==> src/rtl/serial_compare_ctrl.sv <==
// serial_compare_ctrl: MSB-first bit-serial unsigned magnitude comparator with a
// start/busy/done handshake and registered equal/greater/lesser result flags.
// Optional feature macro: SERIAL_COMPARE_EARLY_EXIT_EN.
// When it is defined, the compare stops at the first differing bit.
// When it is undefined, the compare always walks all WIDTH positions.
module serial_compare_ctrl #(
  parameter int unsigned WIDTH = 4
) (
  input  logic             i_clk,
  input  logic             i_rst_n,
  input  logic             i_start,
  input  logic [WIDTH-1:0] i_a,
  input  logic [WIDTH-1:0] i_b,
  output logic             o_busy,
  output logic             o_done,
  output logic             o_equal,
  output logic             o_greater,
  output logic             o_lesser
);

  localparam int unsigned IdxW = (WIDTH > 1) ? $clog2(WIDTH) : 1;

  typedef enum logic [1:0] {
    StIdle,
    StCompare,
    StDone
  } state_e;

  state_e            r_state;
  logic [WIDTH-1:0]  r_ra;
  logic [WIDTH-1:0]  r_rb;
  logic [IdxW-1:0]   r_idx;
  logic              r_hit;
  logic              r_equal;
  logic              r_greater;
  logic              r_lesser;

  state_e            w_state_nxt;
  logic [WIDTH-1:0]  w_ra_nxt;
  logic [WIDTH-1:0]  w_rb_nxt;
  logic [IdxW-1:0]   w_idx_nxt;
  logic              w_hit_nxt;
  logic              w_equal_nxt;
  logic              w_greater_nxt;
  logic              w_lesser_nxt;

  logic              w_bit_gt;
  logic              w_bit_lt;
  logic              w_last;

  // Per-bit compare of the current position
  assign w_bit_gt = r_ra[r_idx] & ~r_rb[r_idx];
  assign w_bit_lt = ~r_ra[r_idx] & r_rb[r_idx];
  assign w_last   = (r_idx == '0);

  // State and datapath registers, cleared asynchronously
  always_ff @(posedge i_clk or negedge i_rst_n) begin
    if (!i_rst_n) begin
      r_state   <= StIdle;
      r_ra      <= '0;
      r_rb      <= '0;
      r_idx     <= '0;
      r_hit     <= 1'b0;
      r_equal   <= 1'b0;
      r_greater <= 1'b0;
      r_lesser  <= 1'b0;
    end else begin
      r_state   <= w_state_nxt;
      r_ra      <= w_ra_nxt;
      r_rb      <= w_rb_nxt;
      r_idx     <= w_idx_nxt;
      r_hit     <= w_hit_nxt;
      r_equal   <= w_equal_nxt;
      r_greater <= w_greater_nxt;
      r_lesser  <= w_lesser_nxt;
    end
  end

  // Next-state and datapath update; everything holds by default
  always_comb begin
    w_state_nxt   = r_state;
    w_ra_nxt      = r_ra;
    w_rb_nxt      = r_rb;
    w_idx_nxt     = r_idx;
    w_hit_nxt     = r_hit;
    w_equal_nxt   = r_equal;
    w_greater_nxt = r_greater;
    w_lesser_nxt  = r_lesser;

    unique case (r_state)
      StIdle, StDone: begin
        if (i_start) begin
          w_ra_nxt      = i_a;
          w_rb_nxt      = i_b;
          w_idx_nxt     = IdxW'(WIDTH - 1);
          w_hit_nxt     = 1'b0;
          w_equal_nxt   = 1'b0;
          w_greater_nxt = 1'b0;
          w_lesser_nxt  = 1'b0;
          w_state_nxt   = StCompare;
        end else if (r_state == StDone) begin
          w_state_nxt = StIdle;
        end
      end

      StCompare: begin
`ifdef SERIAL_COMPARE_EARLY_EXIT_EN
        // First differing bit decides; equal only once the LSB matched too
        if (w_bit_gt) begin
          w_greater_nxt = 1'b1;
          w_state_nxt   = StDone;
        end else if (w_bit_lt) begin
          w_lesser_nxt = 1'b1;
          w_state_nxt  = StDone;
        end else if (w_last) begin
          w_equal_nxt = 1'b1;
          w_state_nxt = StDone;
        end else begin
          w_idx_nxt = r_idx - IdxW'(1);
        end
`else
        // Fixed latency: r_hit freezes the flags after the first decision
        if (!r_hit) begin
          if (w_bit_gt) begin
            w_greater_nxt = 1'b1;
            w_hit_nxt     = 1'b1;
          end else if (w_bit_lt) begin
            w_lesser_nxt = 1'b1;
            w_hit_nxt    = 1'b1;
          end else if (w_last) begin
            w_equal_nxt = 1'b1;
          end
        end
        if (w_last) begin
          w_state_nxt = StDone;
        end else begin
          w_idx_nxt = r_idx - IdxW'(1);
        end
`endif
      end

      default: begin
        w_state_nxt = StIdle;
      end
    endcase
  end

  assign o_busy    = (r_state == StCompare);
  assign o_done    = (r_state == StDone);
  assign o_equal   = r_equal;
  assign o_greater = r_greater;
  assign o_lesser  = r_lesser;

endmodule

==> config.mk <==
export PLATFORM = sky130hd
export DESIGN_NAME = serial_compare_ctrl
export DESIGN_NICKNAME = d
export VERILOG_FILES = /design/src/rtl/serial_compare_ctrl.sv
export SDC_FILE = /design/constraint.sdc
export NUM_CORES = 1
export LEC_CHECK = 0
export CORE_MARGIN = 5
export CORE_UTILIZATION = 43
export DETAILED_ROUTE_END_ITERATION = 8
export PLACE_DENSITY = 0.74
export SLEW_MARGIN = 5
export SYNTH_ARGS = -nofsm -noshare
export SYNTH_HDL_FRONTEND = slang
export SYNTH_SLANG_ARGS = --single-unit
==> constraint.sdc <==
create_clock -name i_clk -period 1.5 [get_ports i_clk]
set_input_delay 0.15 -clock i_clk [delete_from_list [all_inputs] [get_ports i_clk]]
set_output_delay 0.15 -clock i_clk [all_outputs]
set_load 0.05 [all_outputs]
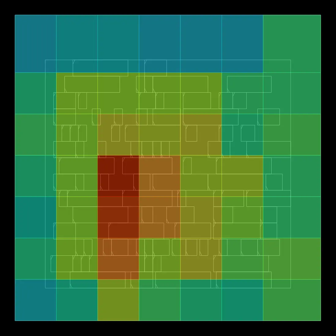
Figure 1: congestion heat map.
GR met1 Demand/Resource: 0.142
WL/cell: 12.7 microns
gr busiest metal: met2
met2 Track Usage GR: 0.223

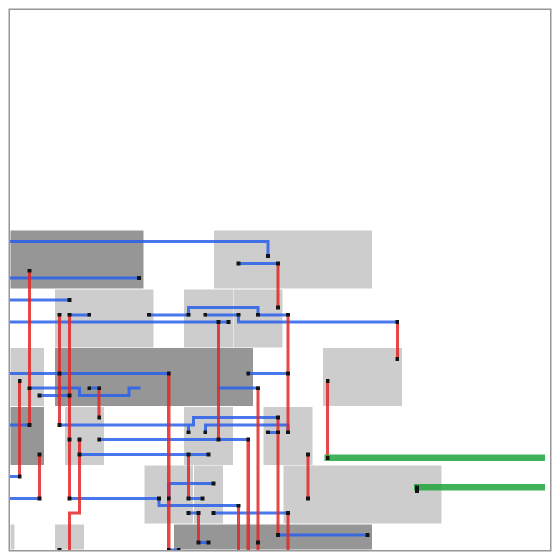
Figure 2: layout detail.
Window x 26 to 51, y 26 to 51 microns. Cells in gray, sequential cells in the stronger gray; small squares are vias.
Key: red = M2; blue = M1; green = M3
Sequential cells in the window: 2. 13 logic cells have their middle in the window. Netlist names of flops here include r_ra (1), r_state (1).

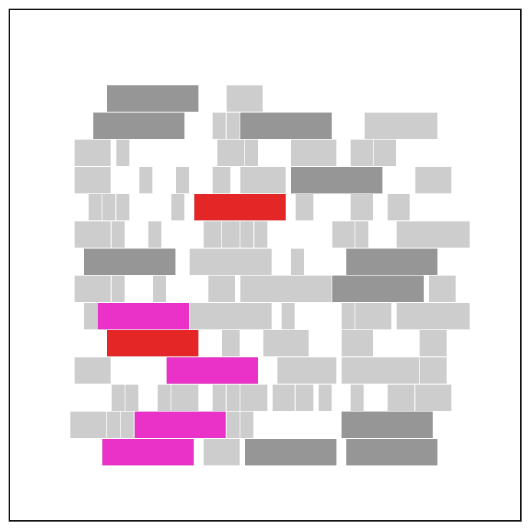
Figure 3: where the registers sit.
Scale: 10 px per micron. Other sequential cells in the stronger gray, the rest of the logic in the fainter gray.
Key: magenta = r_rb [sequential cells 4]; red = r_idx [sequential cells 2]
Another 10 sequential cells are not colored.
Flop area: 400 sq um
Seq power: 0.759 mW
post-layout util: 0.636
Seq/total area: 0.404

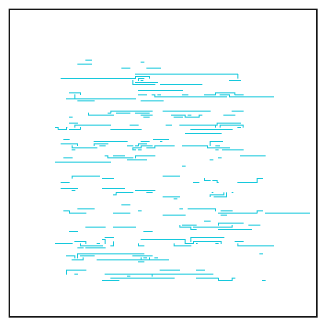
Figure 4: signal wires on met1.
Scale: 6 px per micron.
The layer carries 538 microns of wire. The longest straight run is 17.9 microns. The wires run mostly horizontal. 88 nets have wire on it. The layer holds 39% of the routed length.

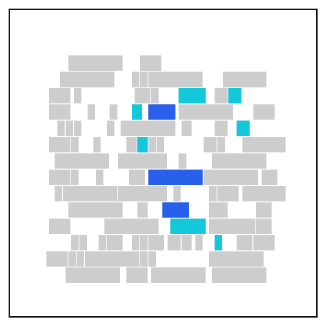
Figure 5: selected gate families.
Scale: 6 px per micron.
Key: blue = fa/ha/maj cells [cells 3, most used ha_1]; cyan = nor cells [cells 7]
most frequent logic cell in the layout: nand2_1
logic share of the area: 0.328
non-filler cells, final: 107

==> results_slide.txt <==
Flow Results at a Glance

Final timing
  • Fin crit period: 1.58 ns
  • Sum Neg Setup Slack: -0.187 ns
  • PnR worst setup slack: -0.0763 ns
  • Clock Skew: 0.00477 ns
  • Fmax achieved: 634 MHz
  • Final setup fails: 3
  • Worst Tran Pin Value: 0.424 ns

Setup path
  • Crit. path cell count: 5
  • Crit path max fanout: 3
  • WP data arrival: 1.76 ns
  • Buffers and inverters on the worst path: 1
  • R2r startpoint: r_idx[0]
  • Reg-to-reg slack, setup: -0.08 ns

Placement
  • Port buffer count: 15
  • DP Cell Count: 104
  • DP Area: approximately 950 sq um

Yosys
  • Chip area in the Yosys report: 723 sq um
  • Yosys top cell by instances: nand2_1
  • XORs/XNORs by Area: 0
  • Main logic family: simple AND/OR/NAND/NOR gates
  • Post-synthesis register bit count: 16
  • Post-Syn Nets: between 80 and 90
  • Share of the synthesized area in the top cell type: 0.554
  • Number of enable flip-flop cells: 0
  • Syn avg cell area: roughly 10 sq um

Finish
  • Comb_multi_in: 47
  • Non-clock buffers, area share: 0.199
  • Top Layout Cells: nand2_1, dfrtp_1, clkdlybuf4s50_1
  • Flop count: 16
  • Leading cell kind: registers

Clock network
  • Clock transition at path regs: roughly 0.090 ns
  • CTS tree: done
  • Clock Path Buffers: 2

Power
  • Clock Power Share: 0.101
  • Register share of total power: 0.349
  • Clk pwr: 0.219 mW
  • Leading power group: combinational cells
  • Combinational Power Share: 0.550

Global routing
  • Congestion Overflow GR: 0

Run status
  • Status: finished with violations
  • Failing checks: setup timing

Die
  • Die W: 51.0 microns
  • Die ar.: between 2000 and 3000 sq um
  • Row count: 14

Drt
  • Post-route ant nets: 0
  • Top sig layer: met4

Job
  • Max-cap check violation count: 0
Power figures rest on the tool's default switching activity, not on a simulated workload.
